## config.mk

```make
export PLATFORM = sky130hd
export DESIGN_NAME = cp_wb_writer_flat
export DESIGN_NICKNAME = d
export VERILOG_FILES = /design/src/rtl/cp_wb_writer_if.sv /design/src/rtl/cp_wb_writer.sv /design/src/flat_wrapper.sv
export SDC_FILE = /design/constraint.sdc
export NUM_CORES = 1
export LEC_CHECK = 0
export CAP_MARGIN = 20
export CORE_UTILIZATION = 50
export CTS_CLUSTER_SIZE = 28
export DETAILED_ROUTE_END_ITERATION = 7
export PLACE_DENSITY = 0.74
export RECOVER_POWER = 25
export SYNTH_ARGS = -nofsm -noshare
export SYNTH_HDL_FRONTEND = slang
export SYNTH_SLANG_ARGS = --single-unit
```

## constraint.sdc

```tcl
create_clock -name iClk -period 7.2 [get_ports iClk]
set_clock_uncertainty 0.15 [all_clocks]
set_input_delay 1.08 -clock iClk [delete_from_list [all_inputs] [get_ports iClk]]
set_output_delay 1.08 -clock iClk [all_outputs]
set_load 0.02 [all_outputs]
```

## src/rtl/cp_wb_writer_if.sv

```systemverilog
// Register-file writeback bundle for cp_wb_writer: EX/WB result, long-latency
// handshake, RF write port and status. CP_WB_PENDING_EN adds oWB_Pending_Mask.
interface cp_wb_writer_if #(
  parameter int DATA_WIDTH     = 32,
  parameter int RF_INDEX_WIDTH = 5,
  parameter int LQ_DEPTH       = 4
);
  localparam int CNT_W = $clog2(LQ_DEPTH) + 1;

  logic                      iEX_WB_Write_Enable;
  logic [RF_INDEX_WIDTH-1:0] iEX_WB_Write_Addr;
  logic [DATA_WIDTH-1:0]     iEX_WB_Write_Data;
  logic                      iLL_WB_Valid;
  logic [RF_INDEX_WIDTH-1:0] iLL_WB_Addr;
  logic [DATA_WIDTH-1:0]     iLL_WB_Data;
  logic                      oLL_WB_Ready;
  logic                      oWB_RF_Write_Enable;
  logic [RF_INDEX_WIDTH-1:0] oWB_RF_Write_Addr;
  logic [DATA_WIDTH-1:0]     oWB_RF_Write_Data;
  logic                      oWB_Stall_Req;
  logic [CNT_W-1:0]          oLQ_Count;
`ifdef CP_WB_PENDING_EN
  logic [(2**RF_INDEX_WIDTH)-1:0] oWB_Pending_Mask;
`endif

  modport master (
    output iEX_WB_Write_Enable, iEX_WB_Write_Addr, iEX_WB_Write_Data,
    output iLL_WB_Valid, iLL_WB_Addr, iLL_WB_Data,
    input  oLL_WB_Ready, oWB_RF_Write_Enable, oWB_RF_Write_Addr, oWB_RF_Write_Data,
    input  oWB_Stall_Req, oLQ_Count
`ifdef CP_WB_PENDING_EN
    , input oWB_Pending_Mask
`endif
  );

  modport slave (
    input  iEX_WB_Write_Enable, iEX_WB_Write_Addr, iEX_WB_Write_Data,
    input  iLL_WB_Valid, iLL_WB_Addr, iLL_WB_Data,
    output oLL_WB_Ready, oWB_RF_Write_Enable, oWB_RF_Write_Addr, oWB_RF_Write_Data,
    output oWB_Stall_Req, oLQ_Count
`ifdef CP_WB_PENDING_EN
    , output oWB_Pending_Mask
`endif
  );
endinterface

```

## src/rtl/cp_wb_writer.sv

```systemverilog
// CP writeback merger: fixed-priority EX/WB writes plus a FIFO of long-latency
// results onto one RF write port. Optional CP_WB_PENDING_EN adds a pending-register mask.
module cp_wb_writer #(
  parameter int DATA_WIDTH     = 32,
  parameter int RF_INDEX_WIDTH = 5,
  parameter int LQ_DEPTH       = 4,
  parameter int STARVE_LIMIT   = 8
) (
  input logic           iClk,
  input logic           iRst,
  cp_wb_writer_if.slave bus
);
  localparam int PTR_W = $clog2(LQ_DEPTH);
  localparam int CNT_W = PTR_W + 1;
  localparam int ST_W  = $clog2(STARVE_LIMIT + 1);
  localparam logic [CNT_W-1:0] DEPTH_C = CNT_W'(LQ_DEPTH);
  localparam logic [ST_W-1:0]  LIMIT_C = ST_W'(STARVE_LIMIT);

  logic [RF_INDEX_WIDTH-1:0] r_lq_addr [LQ_DEPTH];
  logic [DATA_WIDTH-1:0]     r_lq_data [LQ_DEPTH];
  logic [PTR_W-1:0]          r_wr_ptr, r_rd_ptr;
  logic [CNT_W-1:0]          r_count;
  logic [ST_W-1:0]           r_starve;
  logic                      r_stall;
  logic                      r_we;
  logic [RF_INDEX_WIDTH-1:0] r_addr;
  logic [DATA_WIDTH-1:0]     r_data;

  logic                      w_exwr, w_empty, w_ready, w_xfer_nz;
  logic                      w_push, w_pop, w_sel_we;
  logic [RF_INDEX_WIDTH-1:0] w_sel_addr, w_head_addr;
  logic [DATA_WIDTH-1:0]     w_sel_data;
  logic [CNT_W-1:0]          w_count_next;
  logic [ST_W-1:0]           w_starve_next;

  assign w_exwr      = bus.iEX_WB_Write_Enable && (bus.iEX_WB_Write_Addr != {RF_INDEX_WIDTH{1'b0}});
  assign w_empty     = (r_count == {CNT_W{1'b0}});
  assign w_ready     = (r_count < DEPTH_C);
  assign w_xfer_nz   = bus.iLL_WB_Valid && w_ready && (bus.iLL_WB_Addr != {RF_INDEX_WIDTH{1'b0}});
  assign w_head_addr = r_lq_addr[r_rd_ptr];

  // Port arbitration: EX first, then queue head, then direct fall-through.
  always_comb begin
    w_pop      = 1'b0;
    w_push     = 1'b0;
    w_sel_we   = 1'b0;
    w_sel_addr = r_addr;
    w_sel_data = r_data;
    if (w_exwr) begin
      w_sel_we   = 1'b1;
      w_sel_addr = bus.iEX_WB_Write_Addr;
      w_sel_data = bus.iEX_WB_Write_Data;
      w_push     = w_xfer_nz;
    end else if (!w_empty) begin
      w_pop      = 1'b1;
      w_sel_we   = 1'b1;
      w_sel_addr = w_head_addr;
      w_sel_data = r_lq_data[r_rd_ptr];
      w_push     = w_xfer_nz;
    end else if (w_xfer_nz) begin
      w_sel_we   = 1'b1;
      w_sel_addr = bus.iLL_WB_Addr;
      w_sel_data = bus.iLL_WB_Data;
    end else begin
      w_sel_we   = 1'b0;
    end
  end

  // Next occupancy from push/pop.
  always_comb begin
    w_count_next = r_count;
    case ({w_push, w_pop})
      2'b10:   w_count_next = r_count + CNT_W'(1);
      2'b01:   w_count_next = r_count - CNT_W'(1);
      default: w_count_next = r_count;
    endcase
  end

  // Starvation counter: counts blocked-head cycles, saturating.
  always_comb begin
    w_starve_next = r_starve;
    if (w_pop || (w_count_next == {CNT_W{1'b0}})) begin
      w_starve_next = {ST_W{1'b0}};
    end else if (w_exwr && !w_empty) begin
      w_starve_next = (r_starve < LIMIT_C) ? (r_starve + ST_W'(1)) : r_starve;
    end else begin
      w_starve_next = r_starve;
    end
  end

  // Queue storage; contents need no reset since pointers and count gate them.
  always_ff @(posedge iClk) begin
    if (w_push) begin
      r_lq_addr[r_wr_ptr] <= bus.iLL_WB_Addr;
      r_lq_data[r_wr_ptr] <= bus.iLL_WB_Data;
    end
  end

  // Control state and registered RF port.
  always_ff @(posedge iClk or posedge iRst) begin
    if (iRst) begin
      r_wr_ptr <= {PTR_W{1'b0}};
      r_rd_ptr <= {PTR_W{1'b0}};
      r_count  <= {CNT_W{1'b0}};
      r_starve <= {ST_W{1'b0}};
      r_stall  <= 1'b0;
      r_we     <= 1'b0;
      r_addr   <= {RF_INDEX_WIDTH{1'b0}};
      r_data   <= {DATA_WIDTH{1'b0}};
    end else begin
      r_we     <= w_sel_we;
      r_addr   <= w_sel_addr;
      r_data   <= w_sel_data;
      r_count  <= w_count_next;
      r_starve <= w_starve_next;
      if (w_push) r_wr_ptr <= r_wr_ptr + PTR_W'(1);
      if (w_pop)  r_rd_ptr <= r_rd_ptr + PTR_W'(1);
      // Stall drops only once an empty queue has been observed for a full cycle.
      if ((w_starve_next == LIMIT_C) || (w_count_next == DEPTH_C)) begin
        r_stall <= 1'b1;
      end else if (w_empty) begin
        r_stall <= 1'b0;
      end
    end
  end

  assign bus.oLL_WB_Ready        = w_ready;
  assign bus.oWB_RF_Write_Enable = r_we;
  assign bus.oWB_RF_Write_Addr   = r_addr;
  assign bus.oWB_RF_Write_Data   = r_data;
  assign bus.oWB_Stall_Req       = r_stall;
  assign bus.oLQ_Count           = r_count;

`ifdef CP_WB_PENDING_EN
  localparam int NREG = 2 ** RF_INDEX_WIDTH;

  logic [CNT_W-1:0] r_pend_cnt [NREG];
  logic [CNT_W-1:0] w_pend_next [NREG];
  logic [NREG-1:0]  r_pend_mask;

  // Per-register occupancy so duplicate destinations clear only on the last pop.
  always_comb begin
    for (int r = 0; r < NREG; r++) begin
      w_pend_next[r] = r_pend_cnt[r]
                     + CNT_W'(w_push && (bus.iLL_WB_Addr == RF_INDEX_WIDTH'(r)))
                     - CNT_W'(w_pop && (w_head_addr == RF_INDEX_WIDTH'(r)));
    end
  end

  // Pending counts and mask track push/pop on the same edge.
  always_ff @(posedge iClk or posedge iRst) begin
    if (iRst) begin
      for (int r = 0; r < NREG; r++) r_pend_cnt[r] <= {CNT_W{1'b0}};
      r_pend_mask <= {NREG{1'b0}};
    end else begin
      for (int r = 0; r < NREG; r++) r_pend_cnt[r] <= w_pend_next[r];
      r_pend_mask[0] <= 1'b0;
      for (int r = 1; r < NREG; r++) r_pend_mask[r] <= (w_pend_next[r] != {CNT_W{1'b0}});
    end
  end

  assign bus.oWB_Pending_Mask = r_pend_mask;
`endif
endmodule

```

## src/flat_wrapper.sv

```systemverilog
// flat-port wrapper written by rule: the top's interface ports become plain ports
module cp_wb_writer_flat 
#(
  parameter int DATA_WIDTH     = 32,
  parameter int RF_INDEX_WIDTH = 5,
  parameter int LQ_DEPTH       = 4,
  parameter int STARVE_LIMIT   = 8
)
  (iClk, iRst, bus_iEX_WB_Write_Enable, bus_iEX_WB_Write_Addr, bus_iEX_WB_Write_Data, bus_iLL_WB_Valid, bus_iLL_WB_Addr, bus_iLL_WB_Data, bus_oLL_WB_Ready, bus_oWB_RF_Write_Enable, bus_oWB_RF_Write_Addr, bus_oWB_RF_Write_Data, bus_oWB_Stall_Req, bus_oLQ_Count);
  cp_wb_writer_if #(.DATA_WIDTH(DATA_WIDTH), .RF_INDEX_WIDTH(RF_INDEX_WIDTH), .LQ_DEPTH(LQ_DEPTH)) bus_i ();
  input logic iClk;
  input logic iRst;
  input wire logic [$bits(bus_i.iEX_WB_Write_Enable)-1:0] bus_iEX_WB_Write_Enable;
  input wire logic [$bits(bus_i.iEX_WB_Write_Addr)-1:0] bus_iEX_WB_Write_Addr;
  input wire logic [$bits(bus_i.iEX_WB_Write_Data)-1:0] bus_iEX_WB_Write_Data;
  input wire logic [$bits(bus_i.iLL_WB_Valid)-1:0] bus_iLL_WB_Valid;
  input wire logic [$bits(bus_i.iLL_WB_Addr)-1:0] bus_iLL_WB_Addr;
  input wire logic [$bits(bus_i.iLL_WB_Data)-1:0] bus_iLL_WB_Data;
  output wire logic [$bits(bus_i.oLL_WB_Ready)-1:0] bus_oLL_WB_Ready;
  output wire logic [$bits(bus_i.oWB_RF_Write_Enable)-1:0] bus_oWB_RF_Write_Enable;
  output wire logic [$bits(bus_i.oWB_RF_Write_Addr)-1:0] bus_oWB_RF_Write_Addr;
  output wire logic [$bits(bus_i.oWB_RF_Write_Data)-1:0] bus_oWB_RF_Write_Data;
  output wire logic [$bits(bus_i.oWB_Stall_Req)-1:0] bus_oWB_Stall_Req;
  output wire logic [$bits(bus_i.oLQ_Count)-1:0] bus_oLQ_Count;
  assign bus_i.iEX_WB_Write_Enable = bus_iEX_WB_Write_Enable;
  assign bus_i.iEX_WB_Write_Addr = bus_iEX_WB_Write_Addr;
  assign bus_i.iEX_WB_Write_Data = bus_iEX_WB_Write_Data;
  assign bus_i.iLL_WB_Valid = bus_iLL_WB_Valid;
  assign bus_i.iLL_WB_Addr = bus_iLL_WB_Addr;
  assign bus_i.iLL_WB_Data = bus_iLL_WB_Data;
  assign bus_oLL_WB_Ready = bus_i.oLL_WB_Ready;
  assign bus_oWB_RF_Write_Enable = bus_i.oWB_RF_Write_Enable;
  assign bus_oWB_RF_Write_Addr = bus_i.oWB_RF_Write_Addr;
  assign bus_oWB_RF_Write_Data = bus_i.oWB_RF_Write_Data;
  assign bus_oWB_Stall_Req = bus_i.oWB_Stall_Req;
  assign bus_oLQ_Count = bus_i.oLQ_Count;
  cp_wb_writer #(.DATA_WIDTH(DATA_WIDTH), .RF_INDEX_WIDTH(RF_INDEX_WIDTH), .LQ_DEPTH(LQ_DEPTH), .STARVE_LIMIT(STARVE_LIMIT)) u_core (.iClk(iClk), .iRst(iRst), .bus(bus_i));
endmodule
```

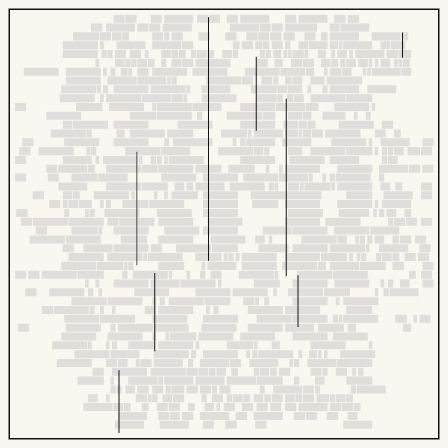
(M4 wires)
Cells faint in the background.
main direction: vertical
nets with wire on the layer: 5
wire length on this layer: 252 um
share of all routed wire: 1.4%
longest straight run: 74.8 um
detailed-route wire length: 17,640 um
vias: 4,881

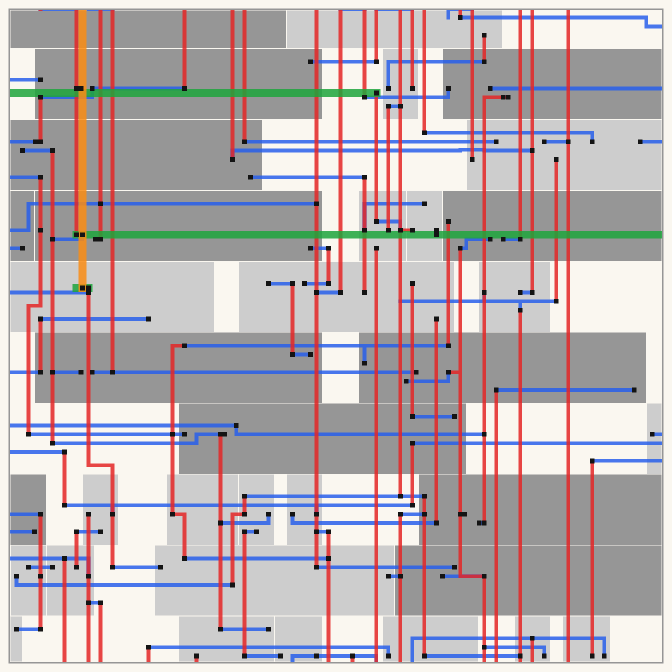
(layout detail)
Region (86, 20) to (111, 45) um. Cells in gray, sequential cells in the stronger gray; small squares are vias.
[green] metal 3
[blue] metal 1
[orange] metal 4
[red] metal 2
most frequent: edfxtp_1 (11), nand2_1 (7), nand3_1 (4)
netlist names of flops here include: u_core.r_lq_data (11)
sequential cells in the window: 11
cells with their middle in the window: 31

==> results.py <==
# Flow results
metrics = {
    "clock_tree": {
        "clkTransAtPathRegs_ps": 60,
        "clock_path_buffers": 2,
        "postCtsSetupBuffers": 0,
        "cts-root-buf": "clkbuf_16",
        "cts_buffers": 17,
        "clock-sinks": 198,
        "cts_tree": "done",
        "cts_resized": 0,
        "clk_latency_ps": 430,
        "htree_levels": 4,
    },
    "synth": {
        "fp_nets": 631,
        "ys_area_um2": 8436,
        "synth_seq_share": 0.6752,
        "yosysUniqueCellTypes": 39,
        "yosysWarnings": 0,
        "avgSynthCellArea_um2": 15.45,
        "yosys-stat-cells": 546,
        "ys.flops": 198,
        "syn_inst": 546,
        "edf_count": 148,
    },
    "setup_path": {
        "timing.critical_path.slowest_cell_delay_ps": 580,
        "end_kind": "flip-flop",
        "cp-start-kind": "input pin",
        "worst_path_dominant_cell_family": "buffers and inverters",
        "worst_path_max_delay_cell": "buf_4",
        "critPathKind": "in -> reg",
        "worstPathRequired_ps": 7420,
        "crit_buf_inv": 4,
        "worstPathArrival_ps": 4840,
        "cp_common_cell": "a31o_2",
    },
    "placed_design": {
        "hpwl_um": 10540,
        "portBuffers": 120,
    },
    "global_route": {
        "grt_max_degree": 73,
        "gr-total-overflow": 0,
        "grt.total_usage": 0.2209,
        "antenna_found_initial": 2,
        "grt_pass1_wl_um": 28720,
        "grt_pass1_vias": 5239,
    },
    "final_layout": {
        "lay_top_count": "edfxtp_1",
        "nFillCells": 1244,
        "drive_gt1_frac": 0.2333,
        "final_cell_mix": "edfxtp_1, clkdlybuf4s50_1, nand2_1",
        "finalNetCount": 745,
    },
    "drt": {
        "avgViaCountPerCell": 5.454,
        "drtIter0Drc": 367,
        "wl_met2_um": 9385,
        "postRouteAntennaNets": 0,
        "drt-met1-wl_um": 7176,
        "wl_met3_um": 821,
        "firstDrtPassIters": 5,
        "drc": 0,
        "highest_layer": "met4",
    },
    "floorplan": {
        "die_w_um": 131.9,
        "die_h_um": 131.9,
        "row_count": 47,
        "fp_util": 0.5105,
        "pin_count": 121,
    },
    "timing": {
        "grt_setup_unrepaired": "no",
        "slew_headroom": 0.2837,
        "tightest_slew_ps": 1074,
        "fin_setup_tns_ps": 0,
        "slew_violations": 0,
        "setup_viol": 0,
        "hold_slack_ps": 370.5,
        "max_freq_ghz": 0.2163,
        "final_hold_viol_count": 0,
        "min_period_ps": 4623,
    },
    "flow_run": {
        "warning_count": 29,
        "cap_violations": 0,
    },
    "power_and_ir_drop": {
        "power_density_nw_per_um2": 389.9,
        "p_leak_nw": 3.585,
        "total_power_mw": 4.032,
        "peakVddDrop_mv": 0.2163,
    },
    "run_status": {
        "run_status": "completed",
    },
}
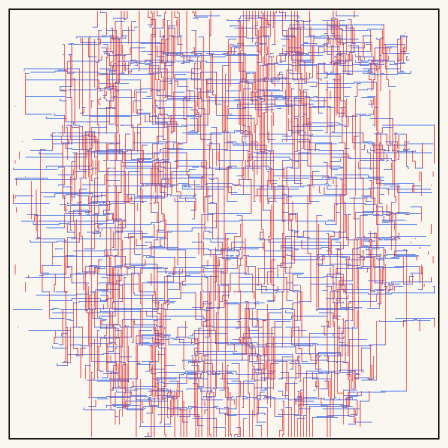
(metal layers overlaid)
Only two layers are drawn.
[blue] metal 1 | wire length: 7,180 um
[red] metal 2 | wire length: 9,390 um

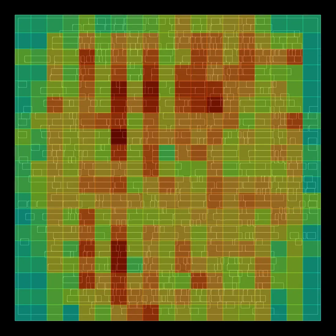
(routing congestion map)
DR WL/cell: 19.70 um
GR peak layer: met2
global routing usage on met2: 0.3821
met3 usage: 0.04498
routing usage on met1: 0.2766

## cell usage after synthesis (all sizes together), types with 2 or more instances
master | n | area share
edfxtp | 148 | 0.53
nand2 | 74 | 0.033
dfrtp | 50 | 0.15
nor2 | 43 | 0.032
o21ai | 39 | 0.023
a21oi | 37 | 0.038
mux4 | 37 | 0.099
nand3 | 36 | 0.023
buf | 26 | 0.021
inv | 9 | 0.0040
ha | 6 | 0.0089
and2 | 5 | 0.0037
clkbuf | 5 | 0.0022
xnor2 | 4 | 0.0042
a31o | 3 | 0.0031
xor2 | 3 | 0.0031
a22oi | 2 | 0.0018
mux2 | 2 | 0.0027
mux2i | 2 | 0.0024
nor3 | 2 | 0.0024
or3 | 2 | 0.0015
## power by group
group	internal, mW	total (mW)	switching [mW]	leakage [nW]
Combinational	0.680	1.42	0.739	1.40
Sequential	1.51	1.71	0.196	1.92
Clock	0.518	0.907	0.389	0.262
## routing by layer
layer | vias to the layer above | GRT usage
met4 | 0 | 0.07881
met3 | 22 | 0.04498
met1 | 2465 | 0.2766
met5 | - | 0
li1 | 2268 | -
met2 | 126 | 0.3821
## cell families after synthesis
kind of cell,synth area share
fa+ha+maj,0.01127
mux,0.1038
compound gates,0.07624
simple gates,0.09893
flops,0.6752
xor+xnor,0.007268
buf+inv,0.02729
## registers in the layout, summed over array words and instances, names as in the netlist
register / flops
u_core.bus.oWB_RF_Write_Addr: 5
u_core.bus.oWB_RF_Write_Data: 32
u_core.bus.oWB_Stall_Req: 1
u_core.r_wr_ptr: 2
u_core.bus.oLQ_Count: 3
u_core.r_rd_ptr: 2
u_core.r_starve: 4
u_core.r_lq_addr: 20
u_core.r_lq_data: 128
u_core.bus.oWB_RF_Write_Enable: 1
## stage by stage
stage,std cells,cell area [um2],setup slack [ps],util
5_1_grt,894,10340,2318,0.6257
4_1_cts,893,10340,2565,0.6256
6_report,895,10340,2577,0.6259
3_5_place_dp,861,9776,2127,0.5916
3_3_place_gp,861,9776,2234,0.5916
2_1_floorplan,546,8436,3443,-
## final cells by class
class                   instances  area (um2)  share of cell area
diodes                          2       5.005           0.0004839
clock buffers                  23       457.9             0.04428
clock inverters                 9       103.9             0.01004
flip-flops and latches        198        5698              0.5509
repair buffers                126        1246              0.1205
multi-input cells             308        2522              0.2439
inverters                       9       33.78            0.003266
well taps                     220       275.3             0.02662
## final timing paths
check / endpoint / startpoint / cells after the start
worst max register to register: u_core.bus.oWB_Stall_Req / u_core.bus.oLQ_Count[0] / 11
worst min-delay path: u_core.bus.oWB_RF_Write_Data[13] / u_core.bus.oWB_RF_Write_Data[13] / 2
min in group asynchronous: u_core.bus.oWB_RF_Write_Data[2] / iRst / 3
worst max-delay path: u_core.bus.oWB_Stall_Req / bus_iEX_WB_Write_Addr[2] / 15
worst min register to register: u_core.bus.oWB_RF_Write_Data[13] / u_core.bus.oWB_RF_Write_Data[13] / 2
max in group asynchronous: u_core.r_rd_ptr[1] / iRst / 3
## worst min-delay path, cell delays in order, from the launching register on
cell and delay [ps]:
dfrtp_1 340, nor2_1 50, a21oi_2 80
No activity file was given, so power comes from the tool's default toggle rates.
